Run 1, sequential cells grouped by signal name:
Scale bar: 50 um. Other sequential cells in the stronger grey, the rest of the logic in the fainter grey.
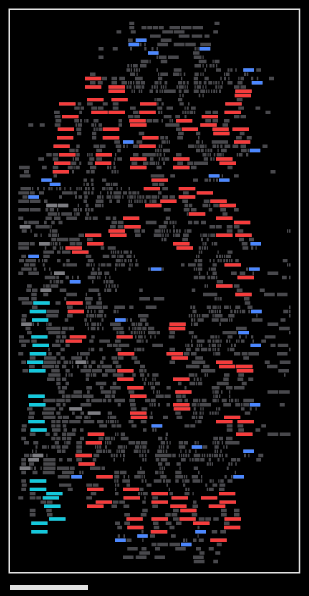
Run 1, placed cells, one colour a class:
Scale bar: 50 um. Fill, decap, tap and diode cells in grey.
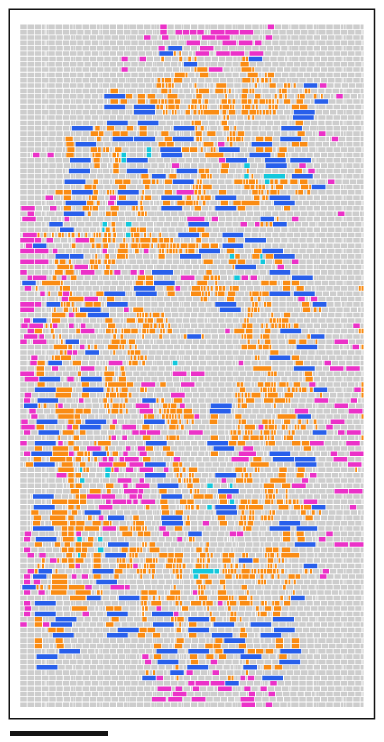
Run 1, cell area per tile:
The die is cut into 19 by 36 equal tiles; black is low, pale yellow is high, 0 to 100% covered.
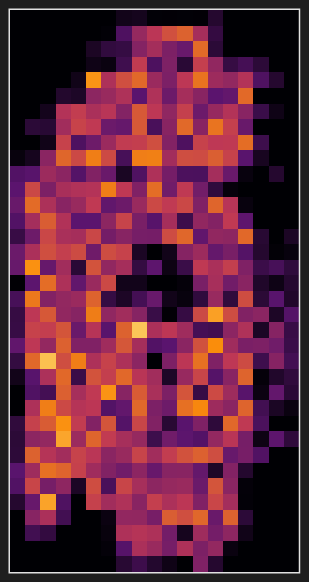
==> src/rtl/regfile_write_controller.sv <==
// Writeback queue for the 2R/1W register file: accepts ALU and load results,
// drains them in order onto the write port, and forwards pending data to decode.
module regfile_write_controller #(
  parameter int DEPTH  = 4,
  parameter int ADDR_W = 5,
  parameter int DATA_W = 32
) (
  input  logic              clk,
  input  logic              rst,
  input  logic              alu_valid,
  input  logic [ADDR_W-1:0] alu_addr,
  input  logic [DATA_W-1:0] alu_data,
  output logic              alu_ready,
  input  logic              ld_valid,
  input  logic [ADDR_W-1:0] ld_addr,
  input  logic [DATA_W-1:0] ld_data,
  output logic              ld_ready,
  input  logic              drain_en,
  input  logic [ADDR_W-1:0] rd_addr_0,
  input  logic [ADDR_W-1:0] rd_addr_1,
  output logic              fwd_hit_0,
  output logic [DATA_W-1:0] fwd_data_0,
  output logic              fwd_hit_1,
  output logic [DATA_W-1:0] fwd_data_1,
  output logic              rf_write_en,
  output logic [15:0]       rf_write_address_0,
  output logic [DATA_W-1:0] rf_write_data,
  output logic              busy
);

  localparam int PTR_W = (DEPTH > 1) ? $clog2(DEPTH) : 1;
  localparam int CNT_W = $clog2(DEPTH + 1);
  localparam logic [CNT_W-1:0] DEPTH_C    = CNT_W'(DEPTH);
  localparam logic [CNT_W-1:0] DEPTH_M1_C = CNT_W'(DEPTH - 1);

  logic [ADDR_W-1:0] addr_mem [DEPTH];
  logic [DATA_W-1:0] data_mem [DEPTH];

  logic [CNT_W-1:0]  count_reg, count_next;
  logic [PTR_W-1:0]  wr_ptr_reg, wr_ptr_next;
  logic [PTR_W-1:0]  rd_ptr_reg, rd_ptr_next;
  logic [PTR_W-1:0]  ld_slot;
  logic              rf_write_en_reg;
  logic [15:0]       rf_write_address_reg;
  logic [DATA_W-1:0] rf_write_data_reg;

  logic alu_push, ld_push, pop;

  // Ready depends only on the registered count, so a same-cycle pop never
  // lets the queue overfill.
  always_comb begin
    alu_ready = 1'b0;
    ld_ready  = 1'b0;
    if (!rst) begin
      alu_ready = (count_reg < DEPTH_C);
      ld_ready  = alu_valid ? (count_reg < DEPTH_M1_C) : (count_reg < DEPTH_C);
    end
  end

  assign alu_push = alu_valid && alu_ready;
  assign ld_push  = ld_valid && ld_ready;
  assign pop      = drain_en && (count_reg != '0);
  assign ld_slot  = wr_ptr_reg + PTR_W'(alu_push);

  always_comb begin
    count_next  = count_reg + CNT_W'(alu_push) + CNT_W'(ld_push) - CNT_W'(pop);
    wr_ptr_next = wr_ptr_reg + PTR_W'(alu_push) + PTR_W'(ld_push);
    rd_ptr_next = rd_ptr_reg + PTR_W'(pop);
  end

  always_ff @(posedge clk) begin
    if (rst) begin
      count_reg            <= '0;
      wr_ptr_reg           <= '0;
      rd_ptr_reg           <= '0;
      rf_write_en_reg      <= 1'b0;
      rf_write_address_reg <= '0;
      rf_write_data_reg    <= '0;
    end else begin
      count_reg       <= count_next;
      wr_ptr_reg      <= wr_ptr_next;
      rd_ptr_reg      <= rd_ptr_next;
      rf_write_en_reg <= pop;
      if (pop) begin
        rf_write_address_reg <= {{(16-ADDR_W){1'b0}}, addr_mem[rd_ptr_reg]};
        rf_write_data_reg    <= data_mem[rd_ptr_reg];
      end
    end
  end

  // Storage carries no reset; the count decides which slots are meaningful.
  always_ff @(posedge clk) begin
    if (alu_push) begin
      addr_mem[wr_ptr_reg] <= alu_addr;
      data_mem[wr_ptr_reg] <= alu_data;
    end
    if (ld_push) begin
      addr_mem[ld_slot] <= ld_addr;
      data_mem[ld_slot] <= ld_data;
    end
  end

  // Slot gi is the gi-th oldest pending entry; higher gi is younger.
  logic [DEPTH-1:0] live, match_0, match_1;
  logic [PTR_W-1:0] slot_idx [DEPTH];

  generate
    for (genvar gi = 0; gi < DEPTH; gi++) begin : g_fwd
      assign slot_idx[gi] = rd_ptr_reg + PTR_W'(gi);
      assign live[gi]     = (CNT_W'(gi) < count_reg);
      assign match_0[gi]  = live[gi] && (addr_mem[slot_idx[gi]] == rd_addr_0);
      assign match_1[gi]  = live[gi] && (addr_mem[slot_idx[gi]] == rd_addr_1);
    end
  endgenerate

  always_comb begin
    fwd_hit_0  = 1'b0;
    fwd_data_0 = '0;
    fwd_hit_1  = 1'b0;
    fwd_data_1 = '0;
    if (!rst) begin
      for (int k = 0; k < DEPTH; k++) begin
        if (match_0[k]) begin
          fwd_hit_0  = 1'b1;
          fwd_data_0 = data_mem[slot_idx[k]];
        end
        if (match_1[k]) begin
          fwd_hit_1  = 1'b1;
          fwd_data_1 = data_mem[slot_idx[k]];
        end
      end
    end
  end

  assign rf_write_en        = rf_write_en_reg;
  assign rf_write_address_0 = rf_write_address_reg;
  assign rf_write_data      = rf_write_data_reg;
  assign busy               = (count_reg != '0);

endmodule

==> config.mk <==
export PLATFORM = sky130hd
export DESIGN_NAME = regfile_write_controller
export DESIGN_NICKNAME = d
export VERILOG_FILES = /design/src/rtl/regfile_write_controller.sv
export SDC_FILE = /design/constraint.sdc
export NUM_CORES = 1
export LEC_CHECK = 0
export ABC_AREA = 0
export CORE_ASPECT_RATIO = 2
export CORE_MARGIN = 5
export CORE_UTILIZATION = 25
export CTS_BUF_LIST = sky130_fd_sc_hd__clkbuf_4
export CTS_CLUSTER_SIZE = 40
export DETAILED_ROUTE_END_ITERATION = 8
export PLACE_DENSITY = 0.43
export SKIP_CTS_REPAIR_TIMING = 1
export SLEW_MARGIN = 10
export SYNTH_ARGS = -nofsm -noshare
export SYNTH_HDL_FRONTEND = slang
export SYNTH_SLANG_ARGS = --single-unit
==> constraint.sdc <==
create_clock -name clk -period 4.9 [get_ports clk]
set_clock_uncertainty 0.05 [all_clocks]
set_input_delay 0.98 -clock clk [delete_from_list [all_inputs] [get_ports clk]]
set_output_delay 0.98 -clock clk [all_outputs]
set_load 0.1 [all_outputs]
==> notes.md, run 1 <==
Results of the full flow below.

GRT:
- The run puts the number of antenna violations at the first check in global routing at 7.
- The run gives the overall track demand over capacity in global routing as 0.183.
- The run puts the via count of the first global-routing pass at 14.1k.
- The run gives the largest net degree at the start of global routing as 204.
- The run puts the aggregate global routing overflow at 0.
- The first global-routing pass estimated 91.8 mm of wire.

Outcome:
- The flow ran to the end, but the final reports show violations.
- The final reports fail on negative setup slack.

Final timing:
- The tightest hold path in the finished design has a slack of 0.428 ns.
- The run gives the number of endpoints failing setup at the final stage as 6.
- The run puts the number of hold-slack violations in the final timing report at 0.
- In this build the clock could be raised as far as just over 0.2 GHz.
- The run gives the remaining max-slew budget at the tightest pin as 0.315.
- Once routing completed, OpenROAD measured the worst setup slack at -0.0255 ns.
- The run puts the post-route minimum period at between 4 and 5 ns.
- The final timing report lists a max-slew violation count of 0.
- The final timing summary puts the cycle share of the worst path at 1.01.
- Setup repair after global routing could not meet its margin everywhere.
- After routing, the total negative slack on setup checks comes to -0.0599 ns.

Drt:
- The run gives the number of vias per cell as 5.35.
- The run gives the top layer reached by signal wires as met5.
- The run gives the length of routed met3 wiring as around 3.6 mm.
- The run gives the routed length on met1 as around 26 mm.
- The run puts the DRC violation total after the first TritonRoute iteration at 1064.
- The run gives the number of iterations in the first detailed-routing pass as 5.
- Per the detail_route report, routed wire per instance is about 24 um.
- The run puts the total length of routed met2 wires at roughly 33 mm.
- The detailed router reported a total wirelength of between 60 and 70 mm.

Yosys:
- The cell-mix breakdown from Yosys lists the adder-cell area share as 0.00748.
- The run gives the average cell area after synthesis as between 9 and 10 um2.
- The run gives the share of synthesized cell area in and-or and or-and compound cells as 0.146.
- The run puts the area of the mapped netlist at approximately 15000 um2.
- The run puts the area fraction in xor and xnor cells at 0.0255.
- The run gives the most numerous cell in the Yosys netlist as sky130_fd_sc_hd__nor2_1.
- The run gives the post-synthesis simple-gate area fraction as 0.175.
- The run gives the most area-hungry cell type in the Yosys netlist as sky130_fd_sc_hd__edfxtp_1.
- The synthesis report lists the most area-consuming cells as sky130_fd_sc_hd__edfxtp_1 (29%), sky130_fd_sc_hd__mux2_2 (15%), sky130_fd_sc_hd__nor2_1 (8.4%), sky130_fd_sc_hd__mux2i_1 (6.3%), sky130_fd_sc_hd__dfxtp_1 (5.9%).
- Yosys reported a register bit count of between 150 and 200.
- Of the post-synthesis cell area, the part taken by muxes is 0.246.
- Yosys shows that the main logic family after synthesis is multiplexers.
- The run puts the cell count listed in synth_stat.txt at 1671.
- The run puts the share of async-settable or async-resettable flops after synthesis at 0.
- The run gives the area share of the largest cell type after synthesis as 0.289.
- The run gives the count of unique library cells instantiated by Yosys as slightly below 50.
- The synthesis report names the predominant flop master as sky130_fd_sc_hd__edfxtp_1.
- The run gives the area of the synthesized netlist per yosys stat as about 15000 um2.
- The synthesized netlist handed to floorplanning was reported with a cell count of between 1.5k and 2k.
- Of the synthesized area, sequential elements account for 0.347.

Placed design:
- The run gives the sum of net half-perimeters after detailed placement as between 40 and 50 mm.
- The run puts the placed cell count at 2567.
- Per the placement log, port buffering inserted 195 buffers.
- The run gives the cell area after placement as approximately 20000 um2.
- RePlAce ended its routability-driven mode at a weighted congestion of approximately 0.8.
- The run puts the pre-CTS setup slack at 0.0541 ns.

Clocking:
- CTS built an H-tree with a depth of 4.
- The clock net in this run drives a total of 193 sinks.
- The run puts the CTS buffer count at 17.
- The run gives the clock tree buffer depth as 2.
- On the reported timing paths, the clock transition at the registers reads about 0.16 ns.
- The clock reaches the later pin of the worst-skew pair after about 0.67 ns.

Power and ir drop:
- The power report attributes to the clock group a share of 0.102.
- The run gives the sequential logic power as about 0.0023 W.
- The run gives the total power of the final layout as 0.00928 W.
- The run gives the leakage dissipation as 6.45 nW.
- The run gives the top power group as combinational cells.
- The power report attributes to the sequential group a share of 0.250.
- The run puts the total power per unit cell area at roughly 460 nW/um2.
- The run gives the clock network power as ~0.00094 W.
- In this run the power spent charging and discharging nets is 0.00486 W.
- The run gives the switching share of power as 0.523.

Layout:
- The run gives the total of fill cells in the finished design as 6145.
- The run gives the ratio of cells with drive above 1 in the final layout as 0.297.
- The run gives the final layout net count as approximately 1.9k.
- The run puts the final cell count without fillers at roughly 2.6k.
- The register with the most flip-flops in the layout has 128 of them.
- The library cell used most frequently in the layout, excluding fill and tap cells, is sky130_fd_sc_hd__nor2_1.
- The run gives the post-layout utilization of the core as 0.333.
- The run gives the area growth from synthesis to layout as 32.2%.
- The library cells used most frequently in the layout, excluding fill and tap cells, are sky130_fd_sc_hd__nor2_1 (345), sky130_fd_sc_hd__mux2_2 (209), sky130_fd_sc_hd__edfxtp_1 (148).

Critical path:
- The run gives the endpoint type of the worst setup path as an output pin.
- The run gives the minimum setup slack among reg-to-reg paths as roughly 1.8 ns.
- The run gives the highest fanout seen on the critical path as 14.
- Following the worst setup path forward leads to its endpoint at fwd_data_0[17].
- The run puts the endpoint required time on the critical path at just under 4 ns.
- The run gives the capture instance of the worst register-to-register path as data_mem[3][26].
- At the worst endpoint, the arrival time is slightly below 4 ns.
- The run puts the largest incremental delay on the critical path at roughly 0.55 ns.
- The critical path is of the register to output pin type.
- Looking at the critical path, the single cell with the biggest stage delay is sky130_fd_sc_hd__mux4_2.
- The cell that appears most often on the critical path is sky130_fd_sc_hd__buf_12.
- Per STA, the startpoint of the critical path is rd_ptr_reg[0].
- The run gives the number of buffer and inverter instances along the worst setup path as 4.
- The run gives the startpoint type of the worst setup path as a register.
- Logic depth along the worst register-to-register path is recorded as 9.

Die:
- The run gives the I/O pin total as roughly 210.
- The run puts the floorplan die area at between 60000 and 70000 um2.
- The floorplan step set the die height to 361 um.
- The run gives the die outline width as ~190 um.
- The run puts the starting utilization of the core area at 0.252.
- For reference, the placement row count at floorplan is roughly 130.
- The region available for standard cell placement spans 61000 um2.

Job:
- The run puts the count of warning messages emitted by the tools at 31.

Hold path:
- The run gives the sink of the worst hold path as rf_write_address_0[0].
Back to the opening pictures, 'sequential cells grouped by signal name':
| colour | name in the netlist | flops |
|---|---|---|
| red | data_mem | 128 |
| blue | rf_write_data | 32 |
| cyan | addr_mem | 20 |
not coloured: 13

Back to the opening pictures, 'placed cells, one colour a class':
| colour | class | cells |
|---|---|---|
| cyan | clock drivers and dummy loads | 32 |
| magenta | remaining buffers and delay cells | 292 |
| blue | sequential cells | 193 |
| orange | remaining logic cells | 1324 |

Back to the opening pictures, 'cell area per tile':
densest ninth of the die: left middle
nearly empty tiles: 22%
tiles over 75% full: 1.5%

## run 1: metal layers
layer  vias up  global-route usage
met3       116              0.0331
met2       558               0.314
met5         -                   0
met1      6876               0.224
met4         6              0.0740
li1       6492                   -
## run 1: layout make-up
| type | instances | area (um2) | share of cell area |
|---|---|---|---|
| Antenna cell | 4 | 10.0 | 0.000492 |
| Clock buffer | 18 | 135 | 0.00664 |
| Clock inverter | 14 | 140 | 0.00689 |
| Sequential cell | 193 | 5350 | 0.263 |
| Tap cell | 780 | 976 | 0.0480 |
| Timing Repair Buffer | 292 | 3790 | 0.186 |
| Multi-Input combinational cell | 1315 | 9900 | 0.487 |
| Inverter | 9 | 33.8 | 0.00166 |
## Run 2: what changed since run 1
SKIP_CTS_REPAIR_TIMING = unset   (was 1)
==> notes.md, run 2 <==
Results of the full flow below.

Yosys:
- Post-synthesis, Yosys gives the total cell area as 15400 um2.
- The run puts the sequential area share after synthesis at 0.347.
- The synthesis run shows the most used standard cells to be sky130_fd_sc_hd__nor2_1 (346), sky130_fd_sc_hd__mux2_2 (209), sky130_fd_sc_hd__edfxtp_1 (148).
- Warnings reported by Yosys during synthesis add up to 0.
- Per the synth stats, the flop cell with the highest instance count is sky130_fd_sc_hd__edfxtp_1.
- Yosys stat counts 1671 cells in the synthesized netlist.
- The run gives the number of flops mapped to enable cells by yosys as between 100 and 150.
- The run puts the number of cells produced by synthesis at 1671.
- In this run the cell area of the synthesized design comes to 15400 um2.
- The run gives the most area-hungry cell type in the Yosys netlist as sky130_fd_sc_hd__edfxtp_1.
- A synthesized cell averages roughly 9.2 um2.
- Counting flops and latches in the post-synthesis netlist gives between 150 and 200.
- After synthesis, the cell types taking the most area are sky130_fd_sc_hd__edfxtp_1 (29%), sky130_fd_sc_hd__mux2_2 (15%), sky130_fd_sc_hd__nor2_1 (8.4%), sky130_fd_sc_hd__mux2i_1 (6.3%), sky130_fd_sc_hd__dfxtp_1 (5.9%).
- The run puts the area share of the largest cell type after synthesis at 0.289.
- Yosys reported that registers with async set or reset make up 0.
- Counting distinct cell types in the post-synthesis netlist gives ~49.
- The run gives the most numerous cell in the Yosys netlist as sky130_fd_sc_hd__nor2_1.

Placed design:
- The run gives the final RePlAce weighted congestion as slightly above 0.8.
- The run puts the placed cell count at 2567.
- Summing all placed instances gives a cell area of just under 20000 um2.
- Per the post-place timing report, worst setup slack is around 0.054 ns.
- In the placement report, post-DP HPWL is listed as approximately 41 mm.
- The run gives the quantity of I/O buffers inserted on ports as slightly below 200.

Clocking:
- The run gives the clock network latency to the later pin of the worst-skew pair as roughly 0.67 ns.
- The run gives the clock-pin transition on the worst setup and hold timing paths as 0.16 ns.
- The run puts the clock tree buffer depth at 2.
- The run puts the CTS buffer count at 17.
- The run gives the post-cts repair resize count as 22.
- The run puts the H-tree depth reported by CTS at 4.
- The tree is rooted in a sky130_fd_sc_hd__clkbuf_4.
- The run gives the buffer count from post-CTS setup fixing as 17.
- The run gives the hold-fix buffer count after cts as 0.
- The run puts the total clock sinks at between 150 and 200.

Final timing:
- Setup repair after global routing could not meet its margin everywhere.
- Final hold analysis gives a worst-case slack of around 0.43 ns.
- The run puts the highest clock frequency the design can meet at between 0.2 and 0.25 GHz.
- The run gives the final period utilization as 0.999.
- At the pin with the least slew margin, the transition time is between 1 and 1.5 ns.
- The run puts the post-route minimum period at ~4.9 ns.
- The worst-case max-slew headroom was logged as 0.315.
- The run gives the number of endpoints failing setup at the final stage as 0.
- The run puts the number of hold-slack violations in the final timing report at 0.
- Max-slew check failures listed in the final report amount to 0.
- The run gives the final worst-path setup slack as roughly 0.0029 ns.
- The run gives the final-layout setup total negative slack as 0 ns.

GRT:
- Global route summary, busiest routing layer listed as met2.
- The run gives the largest net degree at the start of global routing as a little over 200.
- The via count of the first global-routing pass is around 14k.
- The run gives the number of antenna violations at the first check in global routing as 9.
- The run gives the overall track demand over capacity in global routing as 0.186.
- The first global-routing pass estimated just over 90 mm of wire.
- The run gives the met1 capacity usage during global routing as 0.228.
- For this run the aggregate overflow at the end of global routing stands at 0.

Critical path:
- Among the stages of the critical path, the cell type that occurs most often is sky130_fd_sc_hd__buf_12.
- Walking the worst path, the cells encountered are buf_12, mux4_2, xor2_1, nor4_4, and2_4, buf_4, clkbuf_16, mux2i_1, a311oi_1, a211oi_2, buf_12.
- The run gives the critical path depth in cells as 11.
- STA classifies the critical path endpoint as an output pin.
- The run puts the highest fanout seen on the critical path at 7.
- Per the STA report, the cell with the highest stage delay on the worst path is sky130_fd_sc_hd__mux4_2.
- The run gives the endpoint required time on the critical path as 3.87 ns.
- The run gives the launching instance or port of the critical path as rd_ptr_reg[0].
- Following the worst setup path forward leads to its endpoint at fwd_data_1[14].
- The worst setup path is launched from a register.
- The startpoint identified for the worst register-to-register timing path is count_reg[2].
- The run puts the arrival time of data at the critical path endpoint at about 3.9 ns.
- The run gives the capture instance of the worst register-to-register path as data_mem[3][26].
- The number of cells on the worst reg-to-reg path is 9.
- Looking at the setup timing report, the critical path kind is register to output pin.
- The run gives the largest incremental delay on the critical path as between 0.5 and 0.6 ns.
- The run puts the minimum setup slack among reg-to-reg paths at roughly 1.8 ns.
- The number of buffers and inverters on the critical path is 4.

Drt:
- Before antenna repair, the detailed router went through 6 iterations.
- The run gives the average routed wire per standard cell as 24.2 um.
- The run gives the wire length reported by the detailed router as 63.8 mm.
- Routed signal wires occupy layers up through met5.
- The run gives the number of antenna-violating nets in the routed design as 0.
- The run gives the routed length on met1 as about 26 mm.
- The run gives the length of routed met3 wiring as between 3 and 4 mm.
- The script logs the ratio of routed vias to standard cells as roughly 5.3.
- The routed design uses between 30 and 40 mm of met2 wire.
- Once iteration 0 of detailed routing completed, the report listed about 1.0k DRC markers.

Power and ir drop:
- The run puts the combinational fraction of design power at 0.649.
- Summed over all cells, the static leakage comes to roughly 6.5 nW.
- The share of total power dissipated in the clock network is 0.101.
- For this design the ratio of total power to cell area is around 460 nW/um2.
- The run gives the total power of the final layout as roughly 0.0093 W.
- The run gives the switching share of power as 0.523.
- The run gives the internal power contribution as about 0.0044 W.
- The run gives the fraction of power consumed by sequential logic as 0.249.
- Per report_power, the top consumer among the power groups is combinational cells.
- The run puts the maximum vdd ir drop at around 0.00070 V.
- The run puts the reported net switching power at approximately 0.005 W.
- The run gives the sequential logic power as around 0.0023 W.
- The run puts the clock network power at 0.000942 W.

Layout:
- The run puts the final cell count without fillers at 2633.
- The run gives the storage element area as 5350 um2.
- Counting the fill cells in the layout gives 6129.
- The run puts the combined area of the multi-input logic cells at 9850 um2.
- The run gives the flip-flop count of the largest register after layout as 128.
- The run gives the ratio of cells with drive above 1 in the final layout as 0.295.
- The net count of the finished layout is 1930.
- By instance count after routing, the leading logic cell types are sky130_fd_sc_hd__nor2_1 (345), sky130_fd_sc_hd__mux2_2 (209), sky130_fd_sc_hd__edfxtp_1 (148).
- The run puts the area growth from synthesis to layout at 32.3%.
- The run gives the post-layout utilization of the core as 0.334.
- The run gives the most common library cell in the layout ignoring fill and taps as sky130_fd_sc_hd__nor2_1.

Outcome:
- The flow ran to the end, and the final reports show no timing, DRC or antenna violations.

Die:
- The run gives the die span in y as 361 um.
- In the floorplan report the effective utilization is 0.252.
- The floorplan has 128 rows.
- According to the floorplan report, the placeable core area is approximately 61000 um2.
- The run gives the I/O pin total as 207.
- In this run the full chip footprint comes out at 66900 um2.
- The die is 185 um wide.

Hold path:
- The run gives the worst hold path cell count as 2.
- The run gives the sink of the worst hold path as rf_write_address_0[0].

Job:
- The run gives the count of warning messages emitted by the tools as 32.
==> run 2: cell counts after synthesis <==
Identical to the previous run, type by type.
==> run 2: layout make-up <==
type,count,share of cell area
flip-flops and latches,193,0.263
clock buffers,18,0.00664
inverters,9,0.00166
repair buffers,297,0.189
clock inverters,14,0.00689
multi-input cells,1315,0.484
well taps,780,0.0480
diodes,7,0.000861
==> run 2: kinds of logic (layout without fill, tap and decap cells) <==
kind of cell / count (synthesis) / count (layout) / share of synthesized area
compound gates: 306 / 306 / 0.146
xor+xnor: 44 / 44 / 0.0255
fa+ha+maj: 8 / 8 / 0.00748
buf+inv: 173 / 338 / 0.0521
flops: 193 / 193 / 0.347
mux: 327 / 327 / 0.246
other cells: 1 / 18 / 0.000244
simple gates: 619 / 619 / 0.175
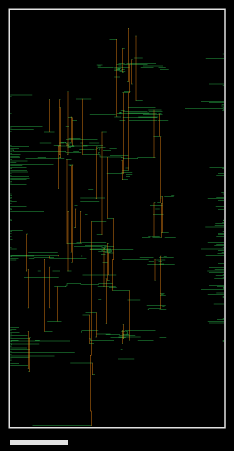
Run 2: metal layers overlaid
Scale bar: 50 um. Two of the layers only.
| colour | layer | wire length |
|---|---|---|
| green | M3 | 3160 um |
| orange | M4 | 2230 um |

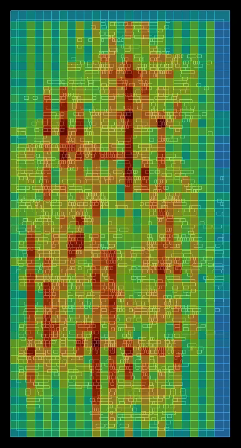
Run 2: track usage over the die
met3 layer usage reported by global route: 0.0306
met2 Use GR: 0.320

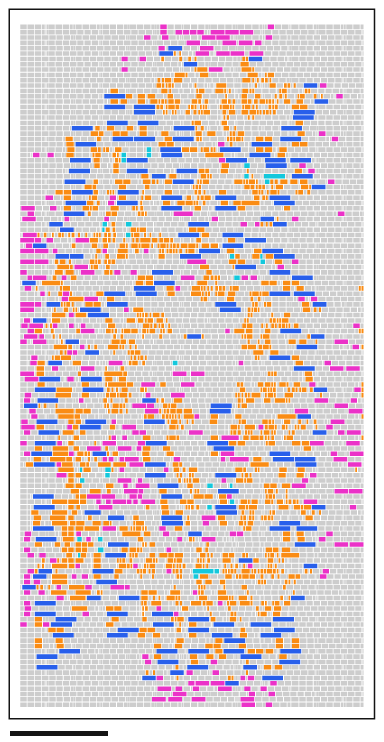
Run 2: placed cells, one colour a class
Scale bar: 50 um. Fill, decap, tap and diode cells in grey.
| colour | class | cells |
|---|---|---|
| magenta | remaining buffers and delay cells | 297 |
| blue | sequential cells | 193 |
| orange | remaining logic cells | 1324 |
| cyan | clock drivers and dummy loads | 32 |

Run 2, sequential cells grouped by signal name:
Scale bar: 50 um. Other sequential cells in the stronger grey, the rest of the logic in the fainter grey.
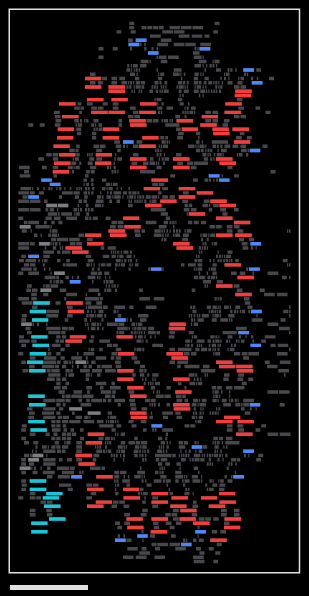

## Run 3: what changed since run 2
CORE_MARGIN = unset   (was 5)
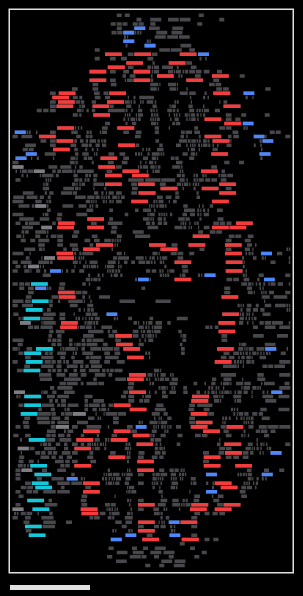
Run 3: sequential cells grouped by signal name
Scale bar: 50 um. Other sequential cells in the stronger grey, the rest of the logic in the fainter grey.
fraction of area in registers: 0.256
Layout Utilization: 0.343
Flop+latch power: 0.00230 W
total area of sequential cells: 5350 um2

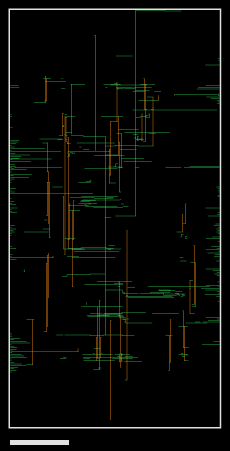
Run 3: metal layers overlaid
Scale bar: 50 um. Two of the layers only.
sum of routed wire length over all layers: 66.7 mm
GRT Overall Usage: 0.212
via count: 14.3k
Avg WL per Cell: 25.1 um

==> notes.md, run 3 <==
Results of the full flow below.

Drt:
- The run puts the number of iterations in the first detailed-routing pass at 7.
- The count of nets left with antenna violations once routing finished came out at 0.
- The run puts the number of vias per cell at approximately 5.4.
- The run puts the DRC violation total after the first TritonRoute iteration at 1098.

Layout:
- The run puts the multi-input combinational cell count at about 1.3k.
- The run gives the inverter tally of the final layout excluding the clock network as 9.
- Per the final report, the share of cell area in clock cells is 0.0154.
- The run gives the final cell count without fillers as ~2.7k.
- By area, the class that comes first in the final layout consists of logic gates.
- The run puts the flip-flop count of the largest register after layout at 128.
- The run gives the area share of buffers outside the clock network as 0.205.
- The final layout report lists a filler cell count of 6136.
- Clock buffers in the final layout number 17.
- The run gives the number of sequential storage elements as about 190.
- In the final layout, excluding clock buffers the buffer count is between 300 and 400.
- Ranking logic cells in the layout by count gives the top entries sky130_fd_sc_hd__nor2_1 (345), sky130_fd_sc_hd__mux2_2 (209), sky130_fd_sc_hd__edfxtp_1 (148).
- The run gives the area growth from synthesis to layout as 35.7%.
- The run gives the multi-input combinational area share as 0.475.

Critical path:
- The run gives the critical path depth in cells as 13.
- The largest individual stage delay along the critical path comes from the cell sky130_fd_sc_hd__mux4_2.
- The run puts the cell count of the worst reg-to-reg path at 7.
- The run gives the number of buffer and inverter instances along the worst setup path as 6.
- Among the stages of the critical path, the cell type that occurs most often is sky130_fd_sc_hd__buf_12.
- The run gives the critical path start-end classification as register to output pin.
- The run gives the beginning of the worst register-to-register path as count_reg[2].
- The run gives the launching instance or port of the critical path as rd_ptr_reg[0].
- The worst setup path is captured at an output pin.
- The run gives the minimum setup slack among reg-to-reg paths as around 1.7 ns.
- STA classifies the critical path startpoint as a register.
- The run puts the largest incremental delay on the critical path at 0.58 ns.
- The endpoint identified for the worst register-to-register timing path is data_mem[0][28].
- The cell sequence reported for the critical path is buf_8, buf_6, mux4_2, xor2_4, nor4_4, buf_4, and2_4, buf_12, buf_16, o22a_1, a311oi_2, a211oi_2, buf_12.
- In this run the worst path has a maximum fanout of 7.

Yosys:
- The run gives the area of the synthesized netlist per yosys stat as 15400 um2.
- The run gives the share of synthesized cell area in and-or and or-and compound cells as 0.146.
- The run gives the count of unique library cells instantiated by Yosys as 49.
- Looking at the gate-level netlist, the highest instance count belongs to sky130_fd_sc_hd__nor2_1.
- The run gives the area of the mapped netlist as roughly 15000 um2.
- For this run, the register share of the synthesized area comes to 0.347.
- The run puts the post-synthesis simple-gate area fraction at 0.175.
- The run gives the mux cell area share after synthesis as 0.246.
- The run gives the most area-hungry cell type in the Yosys netlist as sky130_fd_sc_hd__edfxtp_1.
- The run gives the commonest register cell after synthesis as sky130_fd_sc_hd__edfxtp_1.
- The run puts the number of cells produced by synthesis at ~1.7k.
- The run puts the number of flops mapped to enable cells by yosys at approximately 150.
- The run puts the adder-cell area share of the yosys netlist at 0.00748.
- The run puts the average cell area after synthesis at ~9.2 um2.
- The run puts the number of warnings reported in the yosys synthesis log at 0.
- After synthesis, the share of flip-flops with an asynchronous set or reset is 0.
- The run gives the area share of the largest cell type after synthesis as 0.289.

Clocking:
- According to the CTS report, the clock sink count is between 150 and 200.
- The clock passes through at most 2 buffers.
- The run puts the post-cts repair resize count at 38.
- The run gives the CTS buffer count as 17.
- The run puts the hold-fix buffer count after cts at 0.
- The run gives the H-tree depth reported by CTS as 4.
- The run puts the clock-pin transition on the worst setup and hold timing paths at between 0.15 and 0.2 ns.

Die:
- The run gives the die outline width as roughly 180 um.
- The run gives the number of well taps as approximately 780.
- After floorplanning, the core was divided into 128 placement rows.
- The run gives the starting utilization of the core area as 0.253.
- The run gives the floorplan core area as around 60000 um2.

Hold path:
- In the hold report, the worst path ends at rf_write_address_0[3].

Power and ir drop:
- The power report lists cell-internal power as approximately 0.0046 W.
- The run puts the power share of the clock group at 0.110.
- The run puts the combinational fraction of design power at 0.651.
- The run gives the clock network power as 0.00106 W.
- The run puts the total power of the final layout at 0.00962 W.
- The run puts the switching share of power at 0.521.
- The run gives the fraction of power consumed by sequential logic as 0.239.
- The report lists the power per cell area as between 400 and 500 nW/um2.

Placed design:
- The run puts the final RePlAce weighted congestion at about 0.9.
- The run puts the placed cell count at approximately 2.6k.
- Setup slack on the worst path after placement came out at -0.0570 ns.
- The run gives the sum of net half-perimeters after detailed placement as between 40 and 50 mm.
- The post-placement cell area is approximately 19000 um2.
- The run gives the quantity of I/O buffers inserted on ports as ~200.

Final timing:
- In the finished design, the share of the clock period the worst path needs comes to 1.02.
- The final layout reports a setup TNS of -1.28 ns.
- The run gives the remaining max-slew budget at the tightest pin as 0.277.
- The run gives the total count of max-transition violations in the final report as 0.
- Across all hold checks on the routed design, the worst slack comes to around 0.42 ns.
- The run puts the number of endpoints failing setup at the final stage at ~40.
- The run puts the post-route minimum period at between 4 and 5 ns.
- The run puts the highest clock frequency the design can meet at roughly 0.2 GHz.
- Setup repair after global routing could not meet its margin everywhere.
- After layout, the worst setup slack is -0.0932 ns.

GRT:
- The run gives the via count of the first global-routing pass as 14.5k.
- The run gives the largest net degree at the start of global routing as approximately 230.
- The number of antenna violations at the first check in global routing is 7.
- The first global-routing pass estimated between 90 and 100 mm of wire.

Outcome:
- The checks that failed: negative setup slack.
- The flow ran to the end, but the final reports show violations.

Job:
- The run puts the count of warning messages emitted by the tools at 38.
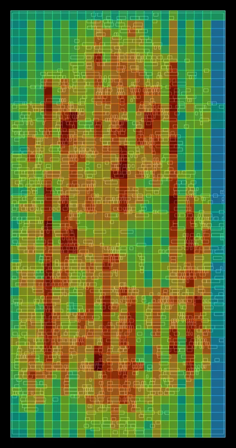
Run 3: track usage over the die
met3 layer usage reported by global route: 0.0303
most used routing layer: met2
met1 track demand over resource in global routing: 0.242
met2 Use GR: 0.387

-- run 3: cell counts after synthesis --
No cell type changed its count.
-- run 3: worst reg2reg max path: stages, from the launching register on --
cell and delay (ns):
sky130_fd_sc_hd__dfxtp_1 0.47, sky130_fd_sc_hd__nor2_2 0.07, sky130_fd_sc_hd__nand2_1 0.21, sky130_fd_sc_hd__inv_1 0.12
sky130_fd_sc_hd__ha_1 0.39, sky130_fd_sc_hd__or3_2 0.74, sky130_fd_sc_hd__o31ai_4 0.13, sky130_fd_sc_hd__buf_4 0.61
-- run 3: routing by layer --
layer	track usage	wire length [um]	vias up
met5	0	39	-
met4	0.0870	2350	6
met3	0.0303	3440	126
met2	0.387	34900	573
met1	0.242	25900	7011
li1	-	-	6547
Power and IR drop assume default switching activity.
